<file path="config.mk">
export PLATFORM = sky130hd
export DESIGN_NAME = nn_layer_sequencer
export DESIGN_NICKNAME = d
export VERILOG_FILES = /design/src/rtl/nn_pkg.sv /design/src/rtl/act_buffer.sv /design/src/rtl/nn_layer_sequencer.sv
export SDC_FILE = /design/constraint.sdc
export NUM_CORES = 1
export LEC_CHECK = 0
export CAP_MARGIN = 20
export CORE_MARGIN = 5
export CORE_UTILIZATION = 41
export CTS_CLUSTER_DIAMETER = 200
export CTS_CLUSTER_SIZE = 25
export DETAILED_ROUTE_END_ITERATION = 8
export GPL_TIMING_DRIVEN = 0
export PLACE_DENSITY = 0.9
export SLEW_MARGIN = 30
export SYNTH_ARGS = -nofsm -noshare
export SYNTH_HDL_FRONTEND = slang
export SYNTH_SLANG_ARGS = --single-unit
</file>
<file path="constraint.sdc">
create_clock -name clk -period 2.5 [get_ports clk]
set_input_delay 0.5 -clock clk [delete_from_list [all_inputs] [get_ports clk]]
set_output_delay 0.5 -clock clk [all_outputs]
set_load 0.02 [all_outputs]
</file>
<file path="src/rtl/nn_pkg.sv">
// nn_pkg: shared state encoding and index-width helpers for the layer sequencer.
package nn_pkg;
    typedef enum logic [2:0] {IDLE, LOAD, CLEAR, MAC, CAPTURE, OUTPUT, DONE} seq_state_t;
    function automatic int width_of(input int n);
        return n > 1 ? $clog2(n) : 1;
    endfunction
    function automatic int addr_w(input int size, input int depth);
        return width_of(size * depth);
    endfunction
    function automatic int layer_w(input int depth);
        return width_of(depth);
    endfunction
    function automatic int node_w(input int size);
        return width_of(size);
    endfunction
endpackage

</file>
<file path="src/rtl/act_buffer.sv">
// act_buffer: activation vector storage with serial load, parallel capture and indexed read.
module act_buffer #(
    parameter int SIZE = 4,
    parameter int BIT_SIZE = 8,
    parameter int IDX_W = 2
) (
    input  logic                     clk,
    input  logic                     rst,
    input  logic                     clr,
    input  logic                     wr_en,
    input  logic [IDX_W-1:0]         wr_idx,
    input  logic [BIT_SIZE-1:0]      wr_data,
    input  logic                     ld_en,
    input  logic [SIZE*BIT_SIZE-1:0] ld_data,
    input  logic [IDX_W-1:0]         rd_idx,
    output logic [BIT_SIZE-1:0]      rd_data
);
    logic [SIZE-1:0][BIT_SIZE-1:0] mem;
    always_ff @(posedge clk or posedge rst)
        if (rst) mem <= '0;
        else if (clr) mem <= '0;
        else if (ld_en) mem <= ld_data;
        else if (wr_en) mem[wr_idx] <= wr_data;
    assign rd_data = mem[rd_idx];
endmodule

</file>
<file path="src/rtl/nn_layer_sequencer.sv">
// nn_layer_sequencer: runs one forward pass, loading inputs, sequencing per-layer MACs
// with one-cycle-ahead weight prefetch, feeding results back and streaming the final vector.
module nn_layer_sequencer import nn_pkg::*; #(
    parameter int LAYER_SIZE = 4,
    parameter int LAYER_DEPTH = 3,
    parameter int BIT_SIZE = 8,
    localparam int ADDR_W = addr_w(LAYER_SIZE, LAYER_DEPTH),
    localparam int LAYER_W = layer_w(LAYER_DEPTH),
    localparam int NODE_W = node_w(LAYER_SIZE)
) (
    input  logic                           clk,
    input  logic                           rst,
    input  logic                           start,
    output logic                           busy,
    output logic                           done,
    input  logic                           in_valid,
    output logic                           in_ready,
    input  logic [BIT_SIZE-1:0]            in_data,
    output logic                           out_valid,
    input  logic                           out_ready,
    output logic [BIT_SIZE-1:0]            out_data,
    output logic                           out_last,
    output logic                           w_rd_en,
    output logic [ADDR_W-1:0]              w_addr,
    input  logic [LAYER_SIZE*BIT_SIZE-1:0] w_rdata,
    output logic                           dp_clr,
    output logic                           dp_en,
    output logic [BIT_SIZE-1:0]            dp_x,
    output logic [LAYER_SIZE*BIT_SIZE-1:0] dp_w,
    input  logic [LAYER_SIZE*BIT_SIZE-1:0] dp_y,
    output logic [LAYER_W-1:0]             layer,
    output logic [NODE_W-1:0]              node
);
    localparam logic [NODE_W-1:0] NODE_LAST = NODE_W'(LAYER_SIZE - 1);
    localparam logic [LAYER_W-1:0] LAYER_LAST = LAYER_W'(LAYER_DEPTH - 1);
    seq_state_t state, state_nx;
    logic [LAYER_W-1:0] layer_nx;
    logic [NODE_W-1:0] node_nx;
    logic [ADDR_W-1:0] base;
    logic [BIT_SIZE-1:0] rd_data;
    logic last_node;
    always_ff @(posedge clk or posedge rst)
        if (rst) begin
            state <= IDLE;
            layer <= '0;
            node <= '0;
        end else begin
            state <= state_nx;
            layer <= layer_nx;
            node <= node_nx;
        end
    assign last_node = node == NODE_LAST;
    always_comb begin
        state_nx = state;
        layer_nx = layer;
        node_nx = node;
        case (state)
            IDLE: if (start) begin
                state_nx = LOAD;
                layer_nx = '0;
                node_nx = '0;
            end
            LOAD: if (in_valid) begin
                node_nx = last_node ? '0 : node + 1'b1;
                state_nx = last_node ? CLEAR : LOAD;
            end
            CLEAR: state_nx = MAC;
            MAC: begin
                node_nx = last_node ? '0 : node + 1'b1;
                state_nx = last_node ? CAPTURE : MAC;
            end
            CAPTURE: begin
                state_nx = layer == LAYER_LAST ? OUTPUT : CLEAR;
                layer_nx = layer == LAYER_LAST ? layer : layer + 1'b1;
                node_nx = '0;
            end
            OUTPUT: if (out_ready) begin
                state_nx = last_node ? DONE : OUTPUT;
                node_nx = last_node ? node : node + 1'b1;
            end
            DONE: begin
                state_nx = IDLE;
                layer_nx = '0;
                node_nx = '0;
            end
            default: state_nx = IDLE;
        endcase
    end
    // Row address for node 0 of the current layer; MAC prefetches the row for node+1.
    assign base = ADDR_W'(layer) * ADDR_W'(LAYER_SIZE);
    assign busy = state != IDLE;
    assign done = state == DONE;
    assign in_ready = state == LOAD;
    assign out_valid = state == OUTPUT;
    assign out_last = out_valid && last_node;
    assign out_data = out_valid ? rd_data : '0;
    assign dp_clr = state == CLEAR;
    assign dp_en = state == MAC;
    assign dp_x = dp_en ? rd_data : '0;
    assign dp_w = w_rdata;
    assign w_rd_en = dp_clr || (dp_en && !last_node);
    assign w_addr = dp_clr ? base : w_rd_en ? base + ADDR_W'(node) + 1'b1 : '0;
    act_buffer #(.SIZE(LAYER_SIZE), .BIT_SIZE(BIT_SIZE), .IDX_W(NODE_W)) u_buf (
        .clk(clk),
        .rst(rst),
        .clr(state == IDLE && start),
        .wr_en(in_ready && in_valid),
        .wr_idx(node),
        .wr_data(in_data),
        .ld_en(state == CAPTURE),
        .ld_data(dp_y),
        .rd_idx(node),
        .rd_data(rd_data)
    );
endmodule

</file>
Figure 1. Cell placement.
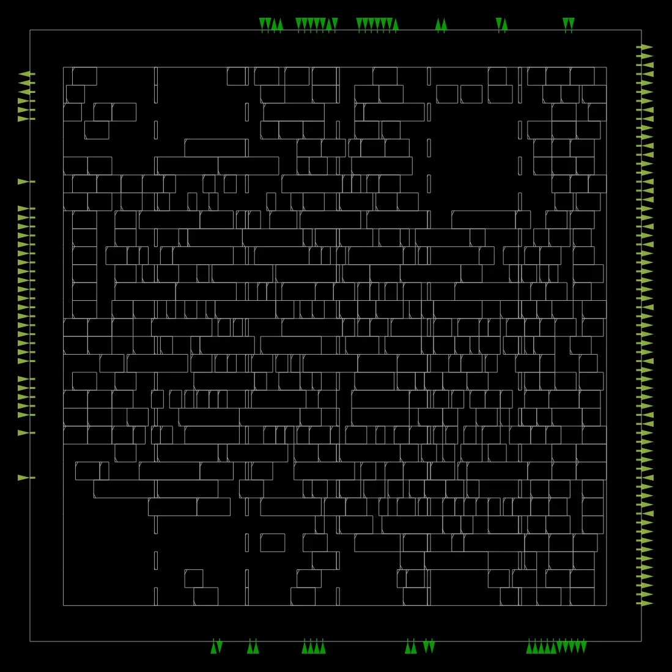
FP Rows: 30
Well-Tap Cells: 80
flop share of the area: 0.234

Figure 2. Clock distribution.
Bar = 20 µm.
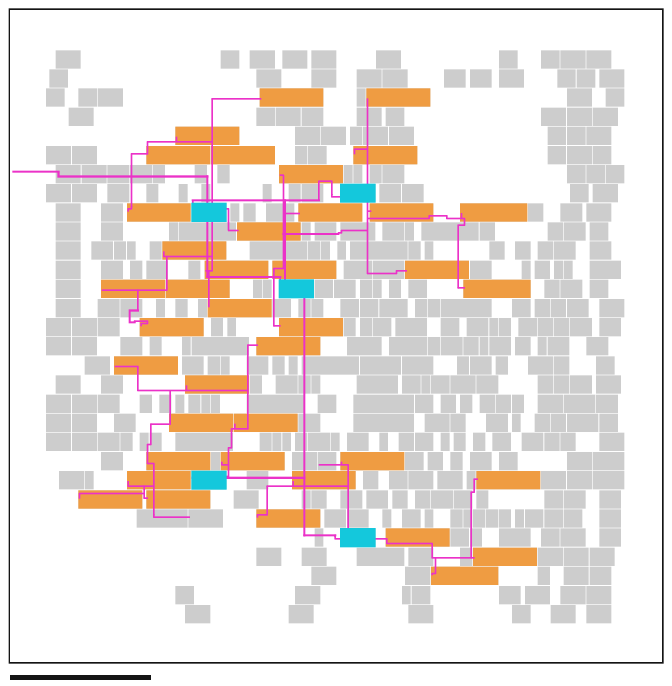
Key: flip-flops = orange [count 39]; cells driving clock nets = cyan [count 5]; clock wires = magenta [length 515 µm]
There are 6 routed clock nets.

Figure 3. Placement by cell class.
Fill, decap, tap and diode cells in grey.
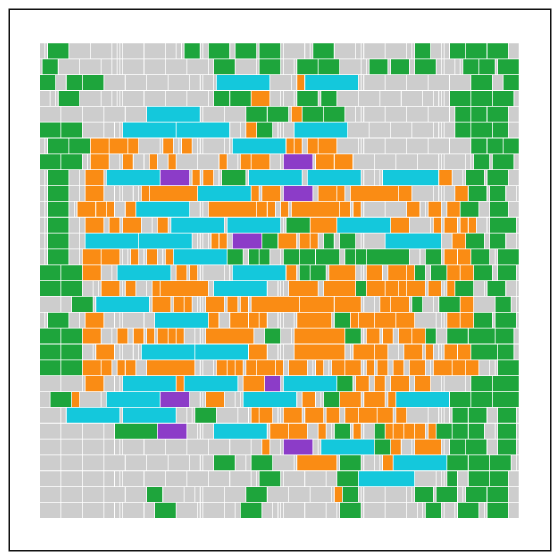
Key: flip-flops = cyan [cells 39]; other buffers and delay cells = green [cells 171]; clock drivers and dummy loads = purple [cells 8]; all other logic = orange [cells 200]
Final Instance Area: 4180 µm²
core box area: 6720 µm²
Finished Core Util: 0.622

==> GITHUB_STEP_SUMMARY <==
### Yosys + OpenROAD results

| Metric | Value |
|---|---|
| Synth async-reset ratio | `1.00` |
| Port-buffer cells | `108` |
| CTS Hold Buffers Added | `0` |
| Clk buf depth | `2` |
| Tool warnings | `30` |
| Tightest Hold Check Type | `in2async` |
| Top cell excl fill/tap | `clkdlybuf4s50_1` |
| Combinational Area | `between 1000 and 1500 µm²` |
| # Cells Yosys | `296` |
| Non-Clock Inverter Count | `9` |
| Max Cap Viol | `0` |
| Max-area cell share | `0.348` |
| Final period util | `0.981` |
| Total CTS buffers | `5` |
| Worst setup SP type | `flop` |
| Number of enable flip-flop cells | `0` |
| Worst VDD drop | `approximately 0.5 mV` |
| Syn Area/Cell | `9.47 µm²` |
| Reg area | `a little under 1000 µm²` |
| CTS tree | `built` |
| Top delay family on crit path | `multiplexers` |
| IO Pins | `141` |
| Critical path peak fanout | `10` |
| Placed insts | `around 490` |
| Most numerous logic cells after layout | `clkdlybuf4s50_1 (81), buf_4 (45), dfrtp_1 (36)` |
| Clk_lat worst skew | `0.30 ns` |
| Comb/total area | `0.339` |
| Crit Path Class | `reg2out` |
| Htree depth | `2` |
| Worst-Margin Slew | `0.450 ns` |
| Yosys Warn Count | `0` |
| Mapped Nets | `378` |
| Post-synth top cells | `buf_4 (39), dfrtp_1 (39), a21oi_1 (35), nor2_1 (34), a32oi_1 (31)` |
| Vias | `between 2000 and 3000` |
| FMAX | `just over 400 MHz` |
| DP Wirelength | `approximately 7500 µm` |
| Per-cell routed wire length | `about 20 µm` |
| Area leader, netlist | `dfrtp_1` |
| Fillers | `569` |
| Hold Fails Final Rpt | `0` |
| Clk_skew | `0.00800 ns` |
| Logic Gate Count | `191` |
| DRT iter0 DRCs | `195` |
| Die width | `92.7 µm` |
| Outcome | `finished clean` |
| CP peak stage delay | `0.54 ns` |
| Max-slew violation count | `0` |
| Min Tclk post-route | `2.45 ns` |
| Synth Flop Type | `dfrtp_1` |
| Placer Congestion | `0.924` |
| Non-filler instance count after layout | `between 400 and 500` |
| DR pass1 iterations | `5` |
| CTS sink cnt | `39` |
| Buf/Inv on CP | `2` |
| Count of plain and timing-repair buffers | `171` |
| Largest cells by area after synthesis | `dfrtp_1 (35%), buf_4 (10%), a32oi_1 (9.7%), mux4_2 (6.4%), a21oi_1 (6.2%)` |
| Area grow syn2layout | `49.1%` |
| Crit-path cells | `buf_12 -> mux4_2 -> and3_1 -> dlygate4sd2_1` |
| Starting Density | `0.417` |
| Synthesis-stage register bit count | `39` |
| Area figure in the yosys stat output | `2800 µm²` |
| Clock Buffer Count | `7` |
| Number of global-route vias before repair | `3060` |
| Mapped Cells | `slightly below 300` |
| Grt ovf | `0` |
| All-Layer GR Usage | `0.229` |
| Power Density | `1030 nW/µm²` |
| Non-clock buffer share | `0.370` |
| Largest net degree at the start of global routing | `29` |
| WHS | `roughly 0.45 ns` |
| Die span in y | `slightly above 90 µm` |
| Pleak | `1.99 nW` |
| DRC errors left | `0` |
| Nets | `499` |
| Netlist area before placement | `roughly 2800 µm²` |
| Crit. End Element | `output port` |
| CP Depth | `4` |
| Distinct lib cells | `45` |
| # diodes | `0` |
| Worst path required time | `2.00 ns` |
| Critical path data arrival time | `1.95 ns` |
| Layout cells sized above 1 | `0.234` |
| Initial antenna violation count | `0` |
| Die area | `8590 µm²` |
| Routed WL | `9950 µm` |
| CTS root buf | `clkbuf_8` |
| CP max-delay cell | `mux4_2` |
| Flops | `39` |
| Final ANT Viol Nets | `0` |
| First-pass GRT wire length | `15500 µm` |
| Leading cell kind | `buffers` |
| Max-slew headroom at the worst pin | `0.700` |
| Vias/cell | `about 5.9` |
| Clk pin slew, worst setup/hold paths | `0.08 ns` |
| Clk tree area frac | `0.0248` |
| Synth Seq Share | `0.348` |
| Setup violations, final | `0` |
| Reg2reg path depth | `9` |
[kinds of logic after synthesis]
kind of cell,synth area share
AOI/OAI and AO/OA,0.231
and+or+nand+nor,0.170
buffers and inverters,0.151
DFF,0.348
muxes,0.0750
adders and majority gates,0.0223
xor gates and xnor gates,0.00312
[worst paths after layout]
check / start / slack, ns / endpoint
worst min register to register: u_buf.mem[7] / 0.53 / u_buf.mem[7]
worst max register to register: node[0] / 0.35 / u_buf.mem[0]
worst max-delay path: node[1] / 0.05 / dp_x[5]
worst min-delay path: rst / 0.45 / u_buf.mem[13]
max in group asynchronous: rst / 1.60 / node[1]
min in group clk: u_buf.mem[7] / 0.53 / u_buf.mem[7]
[stage by stage]
stage	cell area, µm²	utilization	power, mW	TNS (ns)	setup slack [ns]
after floorplan	2800	-	2.82	0	0.353
after global placement	3990	0.593	3.61	-1.56	-0.200
after detailed placement	4010	0.596	3.72	-1.68	-0.284
after CTS	4160	0.618	4.26	-0.0533	-0.0533
after global routing	4180	0.622	4.60	-0.00375	-0.00375
final	4180	0.622	4.33	0	0.0475
[state kept, by name (all words and copies together), names as in the netlist]
register and cells:
u_buf.mem 32, state 3, layer 2, node 2
[repair_timing]
action	4_1_cts	5_1_grt
gates resized	40	12
endpoints found under the setup margin	27	12
setup buffers	5	0
[report_power, final]
part	total (mW)	leakage (nW)	switching, mW	internal [mW]
logic	2.68	1.47	1.51	1.17
clock network	0.486	0.0505	0.235	0.251
registers	1.16	0.467	0.203	0.956
total	4.33	1.99	1.94	2.38
[routing by layer]
| metal | track usage | up-vias | part of all wire |
|---|---|---|---|
| li1 | - | 1310 | - |
| met1 | 0.263 | 1426 | 0.37 |
| met2 | 0.413 | 205 | 0.50 |
| met3 | 0.0658 | 18 | 0.12 |
| met4 | 0.0672 | 0 | 0.016 |
| met5 | 0 | - | 0 |
Power figures rest on the tool's default switching activity, not on a simulated workload.
